## src/rtl/lane_fifo4_8bits.sv

```systemverilog
// lane_fifo4_8bits
//
// Receive-side buffer sitting behind the 2-to-4 lane demux (clk_f domain).
// Four independent 8-bit FIFOs, one per lane, each with its own push
// (valid_rxN) and pop (popN) handshake, a registered read port with
// one-clock latency, and per-lane status flags derived from the count.
//
// Ports:
//   clk_f                  lane clock, all state updates on rising edge
//   reset                  asynchronous active-high reset
//   data_rx0..3  [7:0]     write data per lane
//   valid_rx0..3           push request per lane
//   pop0..3                read request per lane
//   data_out0..3 [7:0]     registered read data (holds when no pop)
//   valid_out0..3          data_outN carries a word popped on the last edge
//   full/empty         [3:0]  per-lane count==DEPTH / count==0
//   almost_full        [3:0]  per-lane count>=AFULL
//   almost_empty       [3:0]  per-lane count<=AEMPTY
//   err_overflow       [3:0]  sticky, set when a push is dropped on that lane
//   err_count          [7:0]  saturating total of dropped pushes
//
// Build option:
//   LANE_FIFO_ERRCNT_EN  when defined, err_count counts dropped pushes
//                        (all lanes summed, saturating at 8'hFF); otherwise
//                        err_count is tied to 8'h00 and no counter exists.

module lane_fifo4_8bits #(
    parameter int DEPTH  = 8,
    parameter int AFULL  = 6,
    parameter int AEMPTY = 2
) (
    input  logic       clk_f,
    input  logic       reset,
    input  logic [7:0] data_rx0,
    input  logic [7:0] data_rx1,
    input  logic [7:0] data_rx2,
    input  logic [7:0] data_rx3,
    input  logic       valid_rx0,
    input  logic       valid_rx1,
    input  logic       valid_rx2,
    input  logic       valid_rx3,
    input  logic       pop0,
    input  logic       pop1,
    input  logic       pop2,
    input  logic       pop3,
    output logic [7:0] data_out0,
    output logic [7:0] data_out1,
    output logic [7:0] data_out2,
    output logic [7:0] data_out3,
    output logic       valid_out0,
    output logic       valid_out1,
    output logic       valid_out2,
    output logic       valid_out3,
    output logic [3:0] full,
    output logic [3:0] empty,
    output logic [3:0] almost_full,
    output logic [3:0] almost_empty,
    output logic [3:0] err_overflow,
    output logic [7:0] err_count
);

    localparam int AW = $clog2(DEPTH);
    localparam int CW = AW + 1;

    localparam logic [CW-1:0] CNT_FULL   = CW'(DEPTH);
    localparam logic [CW-1:0] CNT_AFULL  = CW'(AFULL);
    localparam logic [CW-1:0] CNT_AEMPTY = CW'(AEMPTY);

    logic [3:0][7:0] din;
    logic [3:0]      push_req;
    logic [3:0]      pop_req;

    assign din      = {data_rx3, data_rx2, data_rx1, data_rx0};
    assign push_req = {valid_rx3, valid_rx2, valid_rx1, valid_rx0};
    assign pop_req  = {pop3, pop2, pop1, pop0};

    // Storage is deliberately not reset; the pointers/count define validity.
    logic [7:0]    mem_q [4][DEPTH];

    logic [AW-1:0] wr_ptr_q [4];
    logic [AW-1:0] wr_ptr_d [4];
    logic [AW-1:0] rd_ptr_q [4];
    logic [AW-1:0] rd_ptr_d [4];
    logic [CW-1:0] cnt_q    [4];
    logic [CW-1:0] cnt_d    [4];
    logic [7:0]    dout_q   [4];
    logic [7:0]    dout_d   [4];
    logic [3:0]    vout_q;
    logic [3:0]    vout_d;
    logic [3:0]    ovf_q;
    logic [3:0]    ovf_d;

    logic [3:0]    push_ok;
    logic [3:0]    pop_ok;
    logic [3:0]    drop;

    // Per-lane handshake resolution. A full lane still accepts a push when
    // the same edge pops, so the slot being read is reused. An empty lane
    // never pops, even with a concurrent push (no fall-through path).
    always_comb begin
        for (int l = 0; l < 4; l++) begin
            pop_ok[l]   = pop_req[l] && (cnt_q[l] != '0);
            push_ok[l]  = push_req[l] && ((cnt_q[l] != CNT_FULL) || pop_ok[l]);
            drop[l]     = push_req[l] && !push_ok[l];

            wr_ptr_d[l] = push_ok[l] ? wr_ptr_q[l] + AW'(1) : wr_ptr_q[l];
            rd_ptr_d[l] = pop_ok[l]  ? rd_ptr_q[l] + AW'(1) : rd_ptr_q[l];
            cnt_d[l]    = cnt_q[l] + CW'(push_ok[l]) - CW'(pop_ok[l]);

            vout_d[l]   = pop_ok[l];
            dout_d[l]   = pop_ok[l] ? mem_q[l][rd_ptr_q[l]] : dout_q[l];
        end
        ovf_d = ovf_q | drop;
    end

    always_ff @(posedge clk_f or posedge reset) begin
        if (reset) begin
            for (int l = 0; l < 4; l++) begin
                wr_ptr_q[l] <= '0;
                rd_ptr_q[l] <= '0;
                cnt_q[l]    <= '0;
                dout_q[l]   <= 8'h00;
            end
            vout_q <= '0;
            ovf_q  <= '0;
        end else begin
            for (int l = 0; l < 4; l++) begin
                wr_ptr_q[l] <= wr_ptr_d[l];
                rd_ptr_q[l] <= rd_ptr_d[l];
                cnt_q[l]    <= cnt_d[l];
                dout_q[l]   <= dout_d[l];
            end
            vout_q <= vout_d;
            ovf_q  <= ovf_d;
        end
    end

    // On a simultaneous push/pop to a full lane wr_ptr == rd_ptr; the read
    // above samples the old word before this write lands.
    always_ff @(posedge clk_f) begin
        for (int l = 0; l < 4; l++) begin
            if (push_ok[l]) begin
                mem_q[l][wr_ptr_q[l]] <= din[l];
            end
        end
    end

    always_comb begin
        for (int l = 0; l < 4; l++) begin
            full[l]         = (cnt_q[l] == CNT_FULL);
            empty[l]        = (cnt_q[l] == '0);
            almost_full[l]  = (cnt_q[l] >= CNT_AFULL);
            almost_empty[l] = (cnt_q[l] <= CNT_AEMPTY);
        end
    end

    assign err_overflow = ovf_q;

    assign data_out0  = dout_q[0];
    assign data_out1  = dout_q[1];
    assign data_out2  = dout_q[2];
    assign data_out3  = dout_q[3];
    assign valid_out0 = vout_q[0];
    assign valid_out1 = vout_q[1];
    assign valid_out2 = vout_q[2];
    assign valid_out3 = vout_q[3];

`ifdef LANE_FIFO_ERRCNT_EN
    logic [7:0] errcnt_q;
    logic [7:0] errcnt_d;
    logic [2:0] drop_num;
    logic [8:0] errcnt_sum;

    // Up to four drops per edge; a 9-bit sum exposes the carry for saturation.
    always_comb begin
        drop_num   = 3'(drop[0]) + 3'(drop[1]) + 3'(drop[2]) + 3'(drop[3]);
        errcnt_sum = {1'b0, errcnt_q} + 9'(drop_num);
        errcnt_d   = errcnt_sum[8] ? 8'hFF : errcnt_sum[7:0];
    end

    always_ff @(posedge clk_f or posedge reset) begin
        if (reset) begin
            errcnt_q <= 8'h00;
        end else begin
            errcnt_q <= errcnt_d;
        end
    end

    assign err_count = errcnt_q;
`else
    assign err_count = 8'h00;
`endif

endmodule

```

## config.mk

```make
export PLATFORM = sky130hd
export DESIGN_NAME = lane_fifo4_8bits
export DESIGN_NICKNAME = d
export VERILOG_FILES = /design/src/rtl/lane_fifo4_8bits.sv
export SDC_FILE = /design/constraint.sdc
export NUM_CORES = 1
export LEC_CHECK = 0
export CAP_MARGIN = 20
export CORE_AREA = 2 2 192 138
export DETAILED_ROUTE_END_ITERATION = 10
export DIE_AREA = 0 0 194 140
export PLACE_DENSITY = 0.76
export SYNTH_ARGS = -nofsm -noshare
export SYNTH_HDL_FRONTEND = slang
export SYNTH_SLANG_ARGS = --single-unit
```

## constraint.sdc

```tcl
create_clock -name clk_f -period 3.3 [get_ports clk_f]
set_clock_uncertainty 0.15 [all_clocks]
set_input_delay 0.495 -clock clk_f [delete_from_list [all_inputs] [get_ports clk_f]]
set_output_delay 0.495 -clock clk_f [all_outputs]
set_load 0.02 [all_outputs]
```

power_grid.png
The bar under the picture is 50 µm long. Pins as bars on the die edge. Tap cells in gray.
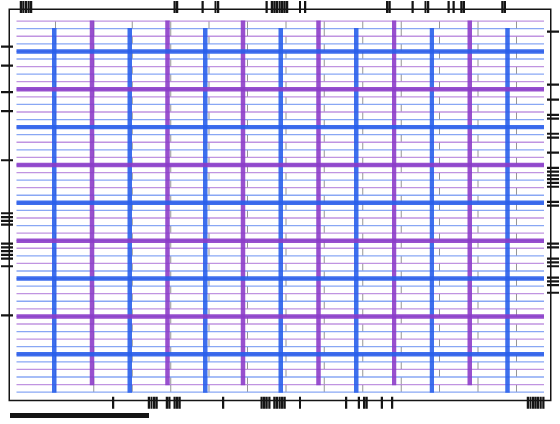
| net | color |
|---|---|
| VDD | purple |
| VSS | blue |
tap cells: 331
signal pins: 106
met1 rails: 50
met5 straps: 9

placement_by_type.png
The bar under the picture is 50 µm long.
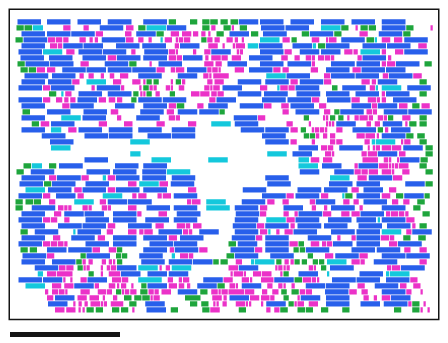
| class | color | cells |
|---|---|---|
| combinational and other logic | magenta | 503 |
| clock drivers and dummy loads | cyan | 57 |
| other buffers and delay cells | green | 145 |
| flops | blue | 336 |

==> run summary <==
run results: status=complete, no violations, kind of critical path=flop to output port, Flops after synth=approximately 340, final hold viol count=0, Antenna Nets Post-Route=0, most frequently used cell type in the post-synthesis netlist=edfxtp_1, leakage power=a little over 6 nW, total CTS buffers=31, GR met1 Demand/Resource=30.8%, power share of the clock group=a little under a quarter, Dominant combinational family=multiplexers, Met2 Routed Length=12,300 µm, Area leader share=~55%, Largest register FFs=256, Logic power comb=just over 5 mW, Post-Route Setup TNS=0 ps, Final WS setup=approximately 200 ps, Die Ht=around 140 µm, actual slew at the worst max-slew pin=just under 1000 ps, Final setup viols=0, fin cells=between 1,000 and 1,500, Area Growth Syn to Fin=18.4%, CTS tree=done, Inverters=35, reg2reg start=cnt_q[10], Rel. slew slack=35.6%, Post-Syn Instances=a little under 900, flop share of the area=between 50% and 60%, Routed WL=approximately 27,000 µm, antenna violations before repair=0, Seq share, synth=69.4%, global-route wire length before repair=about 43,000 µm, vias in the first global route=about 7,600, Synth cell types=39, gr busiest metal=met1, Worst path slowest cell=clkdlybuf4s50_1, Die ar.=~27,000 µm², main flop type=edfxtp_1, fillers=about 1,800, proportion of layout cells with a drive suffix above 1=between 10% and 20%, NonClk Buf Share=8.13%, Crit path depth=5, clkbuf count=47, core footprint=25,300 µm², r2r setup slk=roughly 660 ps, IO Count=106
clk_routes.png
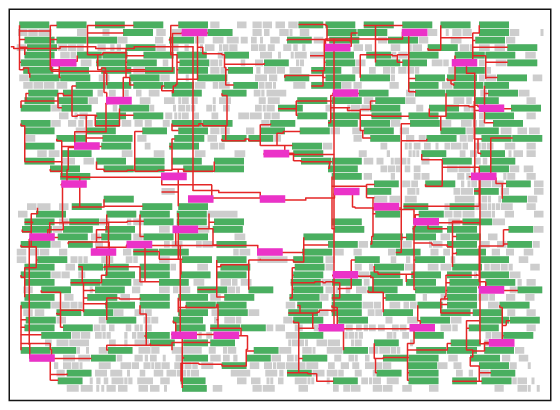
[flip-flops] green | count: 336
[clock wires] red | length: 3,650 µm
[clock drivers] magenta | count: 31
flops lie: all over the die

Power and IR drop assume default switching activity.
